File: src/rtl/kernel_2mm_launcher_if.sv
// Launch-command, kernel ap_ctrl_hs and completion channels between the launcher and its environment.
interface kernel_2mm_launcher_if;
  localparam int unsigned ARG_W = 32;
  localparam int unsigned TAG_W = 4;
  localparam int unsigned CNT_W = 32;

  // command channel
  logic             cmd_valid;
  logic             cmd_ready;
  logic [ARG_W-1:0] cmd_alpha;
  logic [ARG_W-1:0] cmd_beta;
  logic [TAG_W-1:0] cmd_tag;

  // kernel control handshake
  logic             ap_start;
  logic             ap_done;
  logic             ap_idle;
  logic             ap_ready;

  // scalar kernel arguments
  logic [ARG_W-1:0] alpha;
  logic [ARG_W-1:0] beta;

  // completion channel
  logic             rsp_valid;
  logic             rsp_ready;
  logic [TAG_W-1:0] rsp_tag;
  logic [CNT_W-1:0] rsp_cycles;
  logic             rsp_timeout;

  // launcher side
  modport master (
    input  cmd_valid, cmd_alpha, cmd_beta, cmd_tag,
    input  ap_done, ap_idle, ap_ready,
    input  rsp_ready,
    output cmd_ready, ap_start, alpha, beta,
    output rsp_valid, rsp_tag, rsp_cycles, rsp_timeout
  );

  // host / kernel side
  modport slave (
    output cmd_valid, cmd_alpha, cmd_beta, cmd_tag,
    output ap_done, ap_idle, ap_ready,
    output rsp_ready,
    input  cmd_ready, ap_start, alpha, beta,
    input  rsp_valid, rsp_tag, rsp_cycles, rsp_timeout
  );
endinterface

File: src/rtl/kernel_2mm_launcher.sv
// Launches one 2mm kernel run per accepted command, times it, and reports completion or timeout.
module kernel_2mm_launcher #(
  parameter logic [31:0] TIMEOUT_CYCLES = 32'd1000000
) (
  input  logic                  clk,
  input  logic                  rst,
  kernel_2mm_launcher_if.master bus,
  output logic                  busy,
  output logic [15:0]           run_count
);
  localparam int unsigned ARG_W = 32;
  localparam int unsigned TAG_W = 4;
  localparam int unsigned CNT_W = 32;
  localparam int unsigned RUN_W = 16;

  localparam logic [CNT_W-1:0] CNT_MAX  = {CNT_W{1'b1}};
  localparam logic [CNT_W-1:0] CNT_LAST = CNT_W'(TIMEOUT_CYCLES - 32'd1);

  typedef enum logic [1:0] {
    S_IDLE  = 2'd0,
    S_START = 2'd1,
    S_RUN   = 2'd2,
    S_RESP  = 2'd3
  } state_t;

  state_t             r_state;
  state_t             w_state_nxt;

  logic [ARG_W-1:0]   r_alpha;
  logic [ARG_W-1:0]   r_beta;
  logic [TAG_W-1:0]   r_tag;
  logic [CNT_W-1:0]   r_cnt;
  logic [TAG_W-1:0]   r_rsp_tag;
  logic [CNT_W-1:0]   r_rsp_cycles;
  logic               r_rsp_timeout;
  logic               r_rsp_valid;
  logic               r_ap_start;
  logic               r_busy;
  logic [RUN_W-1:0]   r_run_count;

  logic               w_accept;
  logic               w_active;
  logic               w_finish;
  logic               w_finish_to;
  logic               w_rsp_hs;
  logic               w_timeout_hit;
  logic [CNT_W-1:0]   w_cnt_inc;

  // State register
  always_ff @(posedge clk) begin
    if (rst) begin
      r_state <= S_IDLE;
    end else begin
      r_state <= w_state_nxt;
    end
  end

  // Next-state and transfer decode; done takes priority over the timeout on the same cycle
  always_comb begin
    w_state_nxt   = r_state;
    w_accept      = 1'b0;
    w_finish      = 1'b0;
    w_finish_to   = 1'b0;
    w_rsp_hs      = 1'b0;
    w_active      = (r_state == S_START) || (r_state == S_RUN);
    w_cnt_inc     = (r_cnt == CNT_MAX) ? r_cnt : r_cnt + CNT_W'(1);
    w_timeout_hit = (r_cnt == CNT_LAST);
    unique case (r_state)
      S_IDLE: begin
        if (bus.cmd_valid && bus.ap_idle) begin
          w_accept    = 1'b1;
          w_state_nxt = S_START;
        end
      end
      S_START: begin
        if (bus.ap_done) begin
          w_finish    = 1'b1;
          w_state_nxt = S_RESP;
        end else if (w_timeout_hit) begin
          w_finish    = 1'b1;
          w_finish_to = 1'b1;
          w_state_nxt = S_RESP;
        end else if (bus.ap_ready) begin
          w_state_nxt = S_RUN;
        end
      end
      S_RUN: begin
        if (bus.ap_done) begin
          w_finish    = 1'b1;
          w_state_nxt = S_RESP;
        end else if (w_timeout_hit) begin
          w_finish    = 1'b1;
          w_finish_to = 1'b1;
          w_state_nxt = S_RESP;
        end
      end
      S_RESP: begin
        if (bus.rsp_ready) begin
          w_rsp_hs    = 1'b1;
          w_state_nxt = S_IDLE;
        end
      end
      default: w_state_nxt = S_IDLE;
    endcase
  end

  // Command latch, run-cycle counter, response capture and completed-run counter
  always_ff @(posedge clk) begin
    if (rst) begin
      r_alpha       <= '0;
      r_beta        <= '0;
      r_tag         <= '0;
      r_cnt         <= '0;
      r_rsp_tag     <= '0;
      r_rsp_cycles  <= '0;
      r_rsp_timeout <= 1'b0;
      r_run_count   <= '0;
    end else begin
      if (w_accept) begin
        r_alpha <= bus.cmd_alpha;
        r_beta  <= bus.cmd_beta;
        r_tag   <= bus.cmd_tag;
        r_cnt   <= '0;
      end else if (w_active) begin
        r_cnt <= w_cnt_inc;
      end
      if (w_finish) begin
        r_rsp_tag     <= r_tag;
        r_rsp_cycles  <= w_cnt_inc;
        r_rsp_timeout <= w_finish_to;
      end
      if (w_rsp_hs && !r_rsp_timeout) begin
        r_run_count <= r_run_count + RUN_W'(1);
      end
    end
  end

  // Registered status outputs derived from the next state
  always_ff @(posedge clk) begin
    if (rst) begin
      r_ap_start  <= 1'b0;
      r_rsp_valid <= 1'b0;
      r_busy      <= 1'b0;
    end else begin
      r_ap_start  <= (w_state_nxt == S_START);
      r_rsp_valid <= (w_state_nxt == S_RESP);
      r_busy      <= (w_state_nxt != S_IDLE);
    end
  end

  // cmd_ready follows ap_idle in IDLE so acceptance happens on the first idle cycle
  assign bus.cmd_ready   = (r_state == S_IDLE) && bus.ap_idle;
  assign bus.ap_start    = r_ap_start;
  assign bus.alpha       = r_alpha;
  assign bus.beta        = r_beta;
  assign bus.rsp_valid   = r_rsp_valid;
  assign bus.rsp_tag     = r_rsp_tag;
  assign bus.rsp_cycles  = r_rsp_cycles;
  assign bus.rsp_timeout = r_rsp_timeout;
  assign busy            = r_busy;
  assign run_count       = r_run_count;

endmodule

File: src/flat_wrapper.sv
// flat-port wrapper written by rule: the top's interface ports become plain ports
module kernel_2mm_launcher_flat 
#(
  parameter logic [31:0] TIMEOUT_CYCLES = 32'd1000000
)
  (clk, rst, busy, run_count, bus_cmd_valid, bus_cmd_alpha, bus_cmd_beta, bus_cmd_tag, bus_ap_done, bus_ap_idle, bus_ap_ready, bus_rsp_ready, bus_cmd_ready, bus_ap_start, bus_alpha, bus_beta, bus_rsp_valid, bus_rsp_tag, bus_rsp_cycles, bus_rsp_timeout);
  kernel_2mm_launcher_if bus_i ();
  input  logic clk;
  input  logic rst;
  output logic busy;
  output logic [15:0] run_count;
  input wire logic [$bits(bus_i.cmd_valid)-1:0] bus_cmd_valid;
  input wire logic [$bits(bus_i.cmd_alpha)-1:0] bus_cmd_alpha;
  input wire logic [$bits(bus_i.cmd_beta)-1:0] bus_cmd_beta;
  input wire logic [$bits(bus_i.cmd_tag)-1:0] bus_cmd_tag;
  input wire logic [$bits(bus_i.ap_done)-1:0] bus_ap_done;
  input wire logic [$bits(bus_i.ap_idle)-1:0] bus_ap_idle;
  input wire logic [$bits(bus_i.ap_ready)-1:0] bus_ap_ready;
  input wire logic [$bits(bus_i.rsp_ready)-1:0] bus_rsp_ready;
  output wire logic [$bits(bus_i.cmd_ready)-1:0] bus_cmd_ready;
  output wire logic [$bits(bus_i.ap_start)-1:0] bus_ap_start;
  output wire logic [$bits(bus_i.alpha)-1:0] bus_alpha;
  output wire logic [$bits(bus_i.beta)-1:0] bus_beta;
  output wire logic [$bits(bus_i.rsp_valid)-1:0] bus_rsp_valid;
  output wire logic [$bits(bus_i.rsp_tag)-1:0] bus_rsp_tag;
  output wire logic [$bits(bus_i.rsp_cycles)-1:0] bus_rsp_cycles;
  output wire logic [$bits(bus_i.rsp_timeout)-1:0] bus_rsp_timeout;
  assign bus_i.cmd_valid = bus_cmd_valid;
  assign bus_i.cmd_alpha = bus_cmd_alpha;
  assign bus_i.cmd_beta = bus_cmd_beta;
  assign bus_i.cmd_tag = bus_cmd_tag;
  assign bus_i.ap_done = bus_ap_done;
  assign bus_i.ap_idle = bus_ap_idle;
  assign bus_i.ap_ready = bus_ap_ready;
  assign bus_i.rsp_ready = bus_rsp_ready;
  assign bus_cmd_ready = bus_i.cmd_ready;
  assign bus_ap_start = bus_i.ap_start;
  assign bus_alpha = bus_i.alpha;
  assign bus_beta = bus_i.beta;
  assign bus_rsp_valid = bus_i.rsp_valid;
  assign bus_rsp_tag = bus_i.rsp_tag;
  assign bus_rsp_cycles = bus_i.rsp_cycles;
  assign bus_rsp_timeout = bus_i.rsp_timeout;
  kernel_2mm_launcher #(.TIMEOUT_CYCLES(TIMEOUT_CYCLES)) u_core (.clk(clk), .rst(rst), .bus(bus_i), .busy(busy), .run_count(run_count));
endmodule
File: config.mk
export PLATFORM = sky130hd
export DESIGN_NAME = kernel_2mm_launcher_flat
export DESIGN_NICKNAME = d
export VERILOG_FILES = /design/src/rtl/kernel_2mm_launcher_if.sv /design/src/rtl/kernel_2mm_launcher.sv /design/src/flat_wrapper.sv
export SDC_FILE = /design/constraint.sdc
export NUM_CORES = 1
export LEC_CHECK = 0
export CAP_MARGIN = 25
export CORE_MARGIN = 2
export CORE_UTILIZATION = 45
export DETAILED_ROUTE_END_ITERATION = 8
export PLACE_DENSITY_LB_ADDON = 0.3
export SLEW_MARGIN = 5
export SYNTH_ARGS = -nofsm -noshare
export SYNTH_HDL_FRONTEND = slang
export SYNTH_SLANG_ARGS = --single-unit
File: constraint.sdc
create_clock -name clk -period 5.21 [get_ports clk]
set_input_delay 0.521 -clock clk [delete_from_list [all_inputs] [get_ports clk]]
set_output_delay 0.521 -clock clk [all_outputs]
set_load 0.01 [all_outputs]
Cell outlines without signal wires:
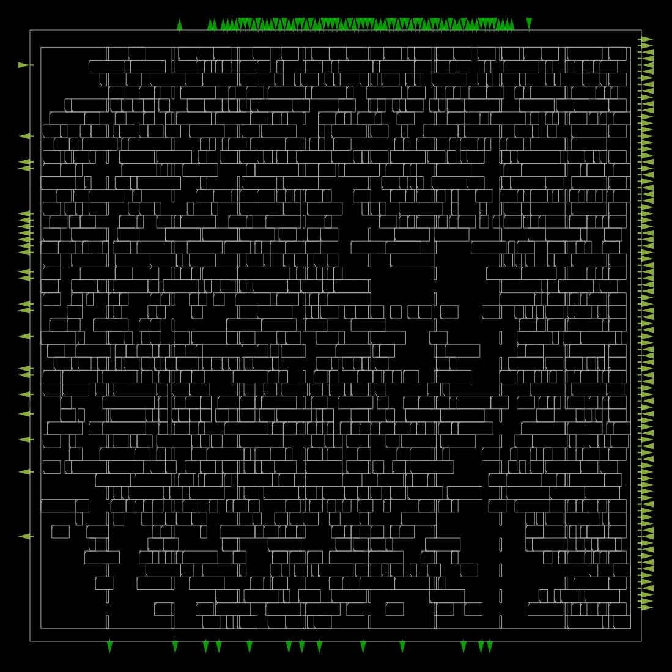
fraction of area in registers: 0.334
Layout Utilization: 0.622
row cnt: 45
CORE AREA: 15,200 um^2
Filler cells: 1,357

Ports around the boundary:
Scale: 4 px per um. Pins as bars across the die edge, other pins in grey.
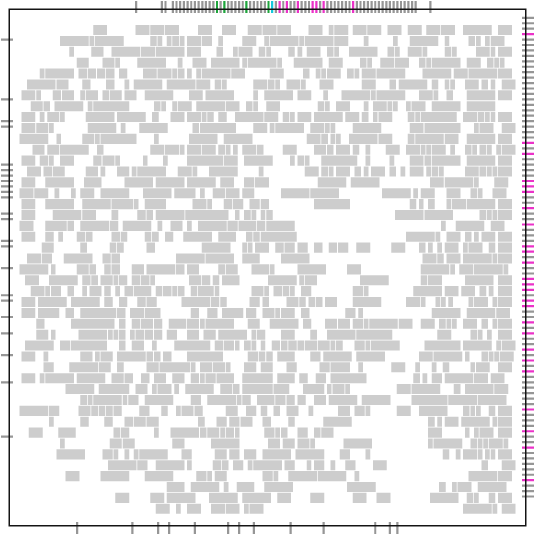
bus_ap_start -> cyan  # pins 1, direction output, edge north
bus_cmd_tag -> green  # pins 4, direction input, edge north
bus_cmd_alpha -> magenta  # pins 32, direction input, edge 25 east, 7 north
all pins by edge = 89 east, 71 north, 23 west, 13 south
Port Buffers: 195
Chip Width: 129 um
Die Height: 129 um

==> changes_impl.md <==
### Metrics

- Yosys adder share: 0.0125
- Top-area cell share: 0.452
- Leading area contributor after synthesis: dfxtp_1
- CP Capture Type: flip-flop
- Hold path start: u_core.bus.beta[2]
- Top power group: registers
- Post-synth EDFFs: 0
- Clk buf depth: 2
- Final critical-path share of the clock period: 0.566
- Clock Tree Root: clkbuf_16
- Simple-Gate Area Share: 0.248
- Ports: 196
- Grt ovf: 0
- Reg2Reg Setup Slack: ~2300 ps
- CP max FO: 37
- Clock network power: between 0.001 and 0.0015 W
- DR iter-0 viols: 453
- CTS tree: yes
- Clock skew: 7.35 ps
- Clock share of power: 0.348
- # hold bufs at CTS: 0
- NumNets Final: between 1,000 and 1,500
- Comb area leader: simple AND/OR/NAND/NOR gates
- CP startpoint: u_core.r_state[0]
- Clk sink count: 158
- Post-route ant nets: 0
- Sequential Area: ~3200 um^2
- Worst-margin pin slew: approximately 1000 ps
- Final HPWL DP: 12,500 um
- Top Metal Used: met4
- Worst r2r src: u_core.r_state[0]
- Stages on the worst setup path: 7
- Crit path to: u_core.bus.rsp_cycles[21]
- Layout cells sized above 1: 0.0729
- Critical Path Max Stage Delay: 820 ps
- Outcome: finished, final reports clean
- Vias in the first global route: 5,611
Routed metal, one colour a layer:
Scale: 4 px per um. Two of the layers only.
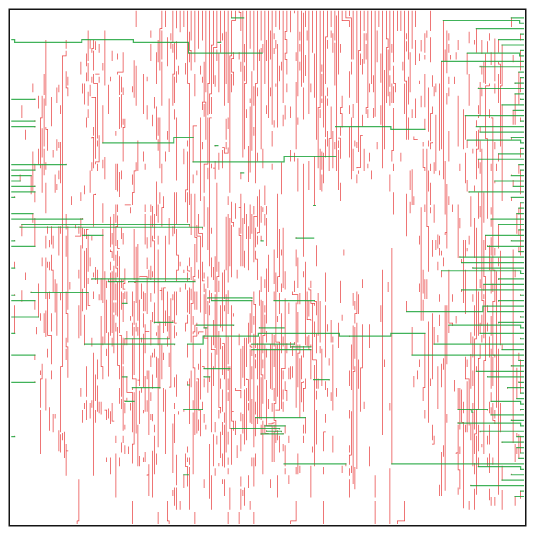
met3 -> green  # wire length 1,360 um
met2 -> red  # wire length 8,640 um
total number of vias: 6,253
Wirelength per Cell: 15.6 um
Total GRT Usage: 0.221
total wire length: 18,400 um

through the flow:
step                      worst slack (ps)  hold WS, ps
after floorplan                       3060          436
after global placement                2340          442
after detailed placement              2230          446
after CTS                             2240          454
after global routing                  2030          471
final                                 2260          452
layout by cell type (no fill, tap or decap), types with 6 or more instances in the layout:
cell type / synthesis / layout
a211oi_1: 25 / 25
a21oi_1: 84 / 84
and2_1: 7 / 7
and3_1: 8 / 7
and4_1: 6 / 6
buf_4: 4 / 6
clkbuf_16: 0 / 17
clkdlybuf4s50_1: 0 / 194
dfxtp_1: 158 / 158
ha_1: 7 / 7
mux2i_1: 6 / 6
nand2_1: 150 / 149
nand3_1: 12 / 12
nand4_1: 24 / 24
nor2_1: 83 / 83
nor3_1: 9 / 9
o211ai_1: 10 / 10
o21ai_0: 15 / 15
o21ai_1: 8 / 8
or3_1: 21 / 21
or4_1: 7 / 7
xnor2_1: 16 / 16
xor2_1: 41 / 41
cells by family after synthesis:
kind of cell,Yosys count
adders and majority gates,7
DFF,158
buffers and inverters,71
xor gates and xnor gates,57
AOI/OAI and AO/OA,170
muxes,6
and+or+nand+nor,354
registers in the layout, summed over array words and instances, names as in the netlist:
name                    flops
u_core.bus.rsp_tag          4
u_core.busy                 1
u_core.bus.beta            32
u_core.bus.rsp_valid        1
u_core.r_tag                4
u_core.bus.rsp_timeout      1
u_core.bus.rsp_cycles      32
u_core.r_cnt               32
u_core.r_state              2
u_core.bus.alpha           32
u_core.bus.ap_start         1
u_core.run_count           16
area by class of cell:
type,count,share of cell area
Clock buffer,20,0.0472
Sequential cell,158,0.334
Tap cell,188,0.0249
Timing Repair Buffer,200,0.210
Clock inverter,11,0.0126
Inverter,5,0.00198
Multi-Input combinational cell,594,0.369
Power figures rest on the tool's default switching activity, not on a simulated workload.
